==> config.mk <==
export PLATFORM = sky130hd
export DESIGN_NAME = regfile_wb_arbiter
export DESIGN_NICKNAME = d
export VERILOG_FILES = /design/src/rtl/regfile_wb_arbiter.sv
export SDC_FILE = /design/constraint.sdc
export NUM_CORES = 1
export LEC_CHECK = 0
export ABC_AREA = 1
export CAP_MARGIN = 20
export CORE_ASPECT_RATIO = 1.2
export CORE_MARGIN = 1
export CORE_UTILIZATION = 41
export DETAILED_ROUTE_END_ITERATION = 6
export PLACE_DENSITY = 0.9
export SYNTH_ARGS = -nofsm -noshare
export SYNTH_HDL_FRONTEND = slang
export SYNTH_SLANG_ARGS = --single-unit
==> constraint.sdc <==
create_clock -name clk -period 2.7 [get_ports clk]
set_input_delay 0.27 -clock clk [delete_from_list [all_inputs] [get_ports clk]]
set_output_delay 0.27 -clock clk [all_outputs]
set_load 0.02 [all_outputs]
==> src/rtl/regfile_wb_arbiter.sv <==
// Round-robin writeback arbiter feeding one regfile write port, plus a pending-register scoreboard.
// Grant is combinational; the write reaches the regfile 1 cycle later. Losing requesters hold until req_ready.
module regfile_wb_arbiter #(
  parameter int DATAPATH_WIDTH     = 64,
  parameter int REGFILE_ADDR_WIDTH = 5,
  parameter int NUM_REQ            = 3
) (
  input  logic                                     clk,
  input  logic                                     reset,
  input  logic [NUM_REQ-1:0]                       req_valid,
  input  logic [NUM_REQ*REGFILE_ADDR_WIDTH-1:0]    req_addr,
  input  logic [NUM_REQ*DATAPATH_WIDTH-1:0]        req_data,
  output logic [NUM_REQ-1:0]                       req_ready,
  output logic                                     wr_en,
  output logic [REGFILE_ADDR_WIDTH-1:0]            wr_addr,
  output logic [DATAPATH_WIDTH-1:0]                wr_data,
  input  logic                                     sb_set_valid,
  input  logic [REGFILE_ADDR_WIDTH-1:0]            sb_set_addr,
  input  logic [REGFILE_ADDR_WIDTH-1:0]            rs1_addr,
  input  logic [REGFILE_ADDR_WIDTH-1:0]            rs2_addr,
  output logic                                     rs1_busy,
  output logic                                     rs2_busy
);

  localparam int PTR_W = $clog2(NUM_REQ);
  localparam int DEPTH = 1 << REGFILE_ADDR_WIDTH;

  logic [PTR_W-1:0]              rr_ptr;
  logic [PTR_W-1:0]              grant_idx;
  logic [PTR_W-1:0]              next_ptr;
  logic [PTR_W-1:0]              cand;
  logic                          grant_any;
  logic [NUM_REQ-1:0]            grant;
  logic [DEPTH-1:0]              busy;
  logic [DEPTH-1:0]              busy_next;
  logic [REGFILE_ADDR_WIDTH-1:0] sel_addr;
  logic [DATAPATH_WIDTH-1:0]     sel_data;
  int                            idx;

  // Scan from rr_ptr upward, wrapping; first valid requester wins.
  always_comb begin
    grant     = '0;
    grant_idx = '0;
    grant_any = 1'b0;
    cand      = '0;
    idx       = 0;
    for (int k = 0; k < NUM_REQ; k++) begin
      idx = int'(rr_ptr) + k;
      if (idx >= NUM_REQ) idx = idx - NUM_REQ;
      cand = PTR_W'(idx);
      if (!grant_any && req_valid[cand]) begin
        grant_any   = 1'b1;
        grant_idx   = cand;
        grant[cand] = 1'b1;
      end
    end
    if (reset) begin
      grant     = '0;
      grant_any = 1'b0;
    end
  end

  assign req_ready = grant;
  assign sel_addr  = req_addr[grant_idx*REGFILE_ADDR_WIDTH +: REGFILE_ADDR_WIDTH];
  assign sel_data  = req_data[grant_idx*DATAPATH_WIDTH +: DATAPATH_WIDTH];
  assign next_ptr  = (grant_idx == PTR_W'(NUM_REQ - 1)) ? '0 : grant_idx + 1'b1;

  // Clear before set so a same-cycle issue to the register being written back keeps it pending.
  always_comb begin
    busy_next = busy;
    if (grant_any) busy_next[sel_addr] = 1'b0;
    if (sb_set_valid && (sb_set_addr != '0)) busy_next[sb_set_addr] = 1'b1;
    busy_next[0] = 1'b0;
  end

  always_ff @(posedge clk) begin
    if (reset) begin
      wr_en   <= 1'b0;
      wr_addr <= '0;
      wr_data <= '0;
      rr_ptr  <= '0;
      busy    <= '0;
    end else begin
      wr_en <= grant_any && (sel_addr != '0);
      if (grant_any) begin
        wr_addr <= sel_addr;
        wr_data <= sel_data;
        rr_ptr  <= next_ptr;
      end
      busy <= busy_next;
    end
  end

  assign rs1_busy = busy[rs1_addr];
  assign rs2_busy = busy[rs2_addr];

endmodule

==> run_1/m2.png <==
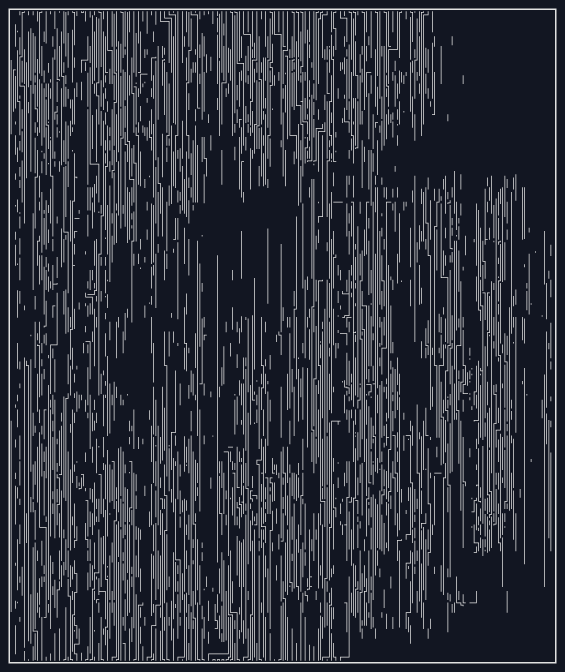
The longest straight run is 64.3 um. 1174 nets have wire on it.

==> run_1/congestion_map.png <==
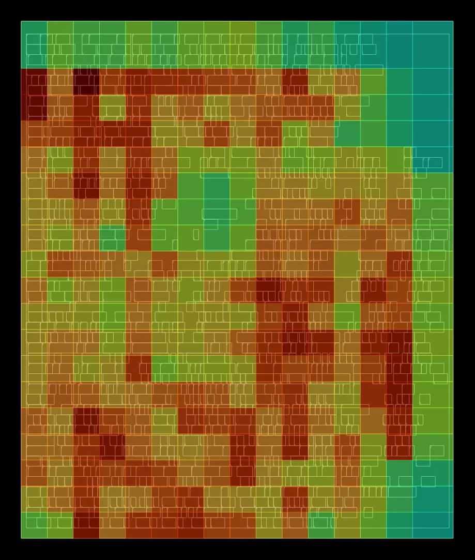
Wirelength per Cell: 18.6 um
met1 Use GR: 38.5%
M3 GR Usage: 8.28%

==> flow_metrics.py, run 1 <==
# Physical implementation metrics
metrics = {
    "outcome": {
        "status": "complete, no violations",
    },
    "drt": {
        "wl_met3_um": 2400,
        "top_layer_used": "met4",
        "wl_met2_um": 12800,
        "firstDrtPassIters": 6,
    },
    "worst_setup_path": {
        "r2r_start": "rr_ptr[0]",
        "cp_max_fo": 7,
        "critPathKind": "flop to flop",
        "reg2reg_slack_ns": 0.15,
        "crit_path_start": "rr_ptr[0]",
    },
    "power": {
        "p_leak_nw": 3.76,
        "pg_comb_mw": 8.75,
        "pg_seq_mw": 2.34,
        "switchingPower_mw": 6.49,
    },
    "logic_synthesis": {
        "yosysSeqAreaShare_pct": 33.3,
        "yosys_area_um2": 6200,
        "yosysCellCount": 944,
        "floorplan.nets": 1176,
        "ys_warn_count": 0,
        "ys_types": 39,
        "ys_seq_elements": 103,
    },
    "cells_and_area": {
        "fin_nets": 1457,
        "instances_no_fill": 1431,
        "final_common_cell": "clkdlybuf4s50_1",
        "lay_top_cells": "clkdlybuf4s50_1, nor2_1, o21ai_0",
    },
    "final_timing": {
        "setup_viol": 0,
        "fin_tns_setup_ns": 0,
    },
    "clock_network": {
        "ctsHtreeMaxLevel": 3,
        "cts_resized": 4,
        "root_buffer": "clkbuf_16",
    },
    "placement": {
        "placement.cell_area_um2": 9320,
        "place.port_buffers": 302,
    },
    "floorplan": {
        "coreArea_um2": 14600,
        "rows": 48,
    },
    "run": {
        "drv_cap": 0,
    },
    "hold_path": {
        "worstHoldPathCells": 2,
    },
}
==> run_1/gates.png <==
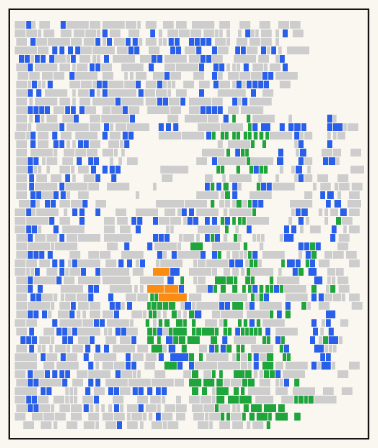
Blue stands for aoi and oai cells, cells 368, where spread over the die. Green stands for nand cells, cells 178. Orange stands for fa/ha/maj cells, cells 4.

==> run_1/util_map.png <==
11 x 14 tiles, from white (low) to dark blue (high), 0 to 100% covered.
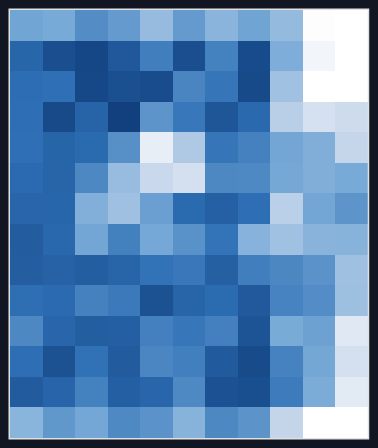
The mean over all tiles is 60%. 4.5% of the tiles are nearly empty. The fullest tile reaches 94%. 33% of the tiles are over 75% full. The emptiest ninth of the die: north-east.

run 1: critical path: stages, from the launching register on:
cell and delay, ns:
dfxtp_2 0.35, inv_1 0.09, ha_4 0.28, inv_2 0.10
nand3_1 0.12, nand2_2 0.15, nand4_1 0.20, nand2_4 0.15
clkinvlp_4 0.18, nand3_2 0.14, nand2_4 0.09, inv_1 0.08
nand3_1 0.20, o21ai_0 0.21, a21oi_1 0.08
run 1: flip-flops by register name, summed over array words and instances (netlist names):
name,cells
rr_ptr,2
wr_en,1
wr_data,64
wr_addr,5
busy,31
run 1: final cells by class:
cell class | instances | area [um^2] | area share [%]
antenna | 2 | 5.00 | 0.0517
clock inverter | 4 | 22.5 | 0.233
clock buffer | 11 | 243 | 2.51
sequential | 103 | 2060 | 21.3
multi-input combinational | 733 | 3600 | 37.2
inverter | 50 | 196 | 2.03
timing repair buffer | 328 | 3290 | 34.0
tap | 200 | 250 | 2.59
run 1: kinds of logic after synthesis:
family,Yosys count,synth area share (%)
compound gates,368,30.8
simple gates,361,26.0
fa+ha+maj,4,0.808
buf+inv,108,9.09
flops,103,33.3
run 1: synthesized netlist by cell type (4+ instances only):
library cell	n	area share (%)
ha_1	4	0.81
buf_6	7	1.3
nand2_1	109	6.6
nor3_1	4	0.32
nand2_2	11	1.1
o21ai_1	13	1.1
dfxtp_1	103	33
inv_1	38	2.3
nand3_1	37	3.0
nand2_4	7	1.3
o21ai_0	166	13
o22ai_1	9	0.91
nand3_2	9	1.5
o221ai_1	6	0.85
nor2_2	4	0.40
clkbuf_1	25	1.5
a21oi_1	162	13
inv_2	10	0.61
clkbuf_8	6	1.3
a31oi_1	5	0.50
buf_2	14	1.1
nor2_1	170	10
==> run_1/layers.png <==
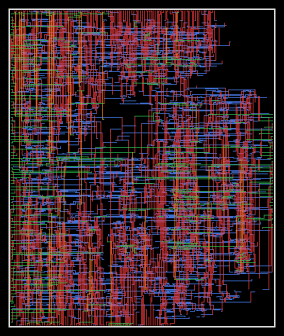

==> run 2, diff against run 1 <==
- CORE_UTILIZATION: 41 -> 46
- DONT_BUFFER_PORTS: default -> 1
- PLACE_DENSITY: 0.9 -> 0.7
==> run_2/layers.png <==
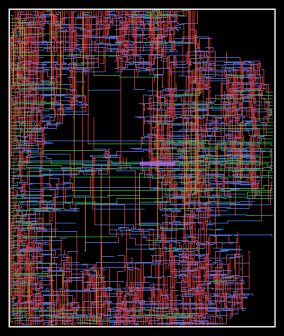
Red stands for M2, wire length 9800 um. Green stands for M3, wire length 2410 um. Blue stands for M1, wire length 8300 um. Orange stands for M4, wire length 819 um. Purple stands for M5, wire length 12.9 um.

==> run_2/congestion_map.png <==
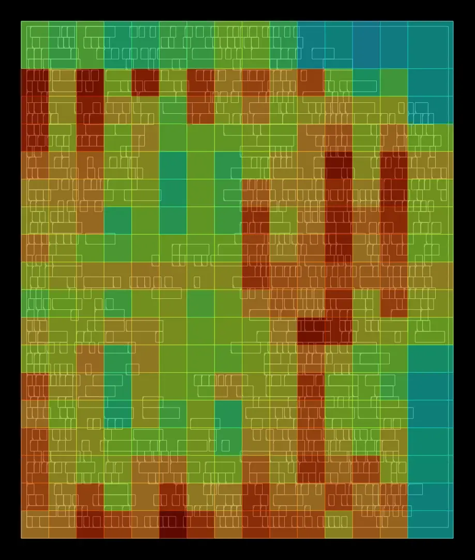
busiest grt layer: met2
gr usage total: 29.7%
met1 Use GR: 36.7%
met2 usage: 46.4%

==> flow_metrics.py, run 2 <==
# Physical implementation metrics
metrics = {
    "final_timing": {
        "fin_hold_ws_ns": 0.108,
        "fin_tns_setup_ns": 0,
        "finClkSkew_ns": 0.0121,
        "setup_viol": 0,
    },
    "placement": {
        "placement.cell_area_um2": 6170,
        "dpl.hpwl_um": 15500,
    },
    "outcome": {
        "status": "complete, no violations",
    },
    "worst_setup_path": {
        "critPathCaptureType": "flop",
        "r2r_start": "rr_ptr[1]",
        "reg2reg_slack_ns": 0.23,
        "cp_max_fo": 8,
        "crit_path_start": "rr_ptr[1]",
    },
    "grt": {
        "grt.overflow.total": 0,
    },
    "logic_synthesis": {
        "yosysSeqAreaShare_pct": 33.3,
        "synth.top_cell.area_share_pct": 33.3,
        "ys_warn_count": 0,
        "ys_types": 39,
        "floorplan.nets": 1176,
        "area_leaders": "dfxtp_1, o21ai_0, a21oi_1, nor2_1, nand2_1",
        "top_cell": "nor2_1",
        "ys_seq_elements": 103,
        "yosysCellCount": 944,
        "top_cells_by_count": "nor2_1, o21ai_0, a21oi_1",
        "top_area_cell": "dfxtp_1",
    },
    "clock_network": {
        "root_buffer": "clkbuf_16",
        "insertion_delay_ns": 0.35,
    },
    "cells_and_area": {
        "largest_register_ffs": 64,
        "largest_register": "wr_data",
        "instances_no_fill": 1085,
        "fin_nets": 1142,
        "final_common_cell": "nor2_1",
        "lay_top_cells": "nor2_1, o21ai_0, a21oi_1",
        "reg_top3": "wr_data x64, busy x31, wr_addr x5",
    },
    "power": {
        "pg_comb_mw": 6.25,
        "pg_seq_mw": 3.14,
    },
    "floorplan": {
        "coreArea_um2": 13200,
        "rows": 46,
    },
    "hold_path": {
        "worstHoldPathCells": 2,
    },
    "drt": {
        "wire_per_inst_um": 19.7,
    },
}
## run 2: worst max-delay path: stages, from the launching register on
cell and delay [ns]:
dfxtp_1 0.40, inv_1 0.11, ha_1 0.28, o21ai_4 0.22
nand2_4 0.10, nand4_1 0.16, nand2_4 0.06, inv_1 0.22
nand3_2 0.13, nand2_4 0.13, nand2_2 0.10, nor2_4 0.25
nand2_1 0.10, nand2_1 0.06, a21oi_1 0.05
## run 2: cells by family after synthesis
kind of cell | count (synthesis) | synth area share (%)
AOI/OAI and AO/OA | 368 | 30.8
DFF | 103 | 33.3
and+or+nand+nor | 361 | 26.0
buffers and inverters | 108 | 9.09
adders and majority gates | 4 | 0.808
## run 2: layout make-up
cell class | count | area (um^2) | area share [%]
Clock inverter | 6 | 51.3 | 0.787
Tap cell | 168 | 210 | 3.23
Multi-Input combinational cell | 733 | 3600 | 55.2
Clock buffer | 10 | 239 | 3.67
Sequential cell | 103 | 2060 | 31.6
Timing Repair Buffer | 13 | 161 | 2.48
Antenna cell | 2 | 5.00 | 0.0768
Inverter | 50 | 190 | 2.92
## run 2: routing by layer
| layer | up-vias | wire length [um] |
|---|---|---|
| li1 | 3160 | - |
| met1 | 3010 | 8300 |
| met2 | 350 | 9790 |
| met3 | 62 | 2410 |
| met4 | 2 | 819 |
| met5 | - | 12 |
## run 2: timing repair
item / in CTS / in global routing
setup buffers: 0 / 0
resized: 0 / 5
endpoints found under the setup margin: 0 / 36
endpoints found under the hold margin: 31 / 0
hold buffers: 1 / 0
## run 2: through the flow
stage          setup slack [ns]  utilization, %
2_1_floorplan             0.531               -
3_3_place_gp              0.196            46.8
3_5_place_dp              0.165            46.8
4_1_cts                  0.0784            49.1
5_1_grt                  0.0224            49.4
6_report                  0.234            49.4
No activity file was given, so power comes from the tool's default toggle rates.
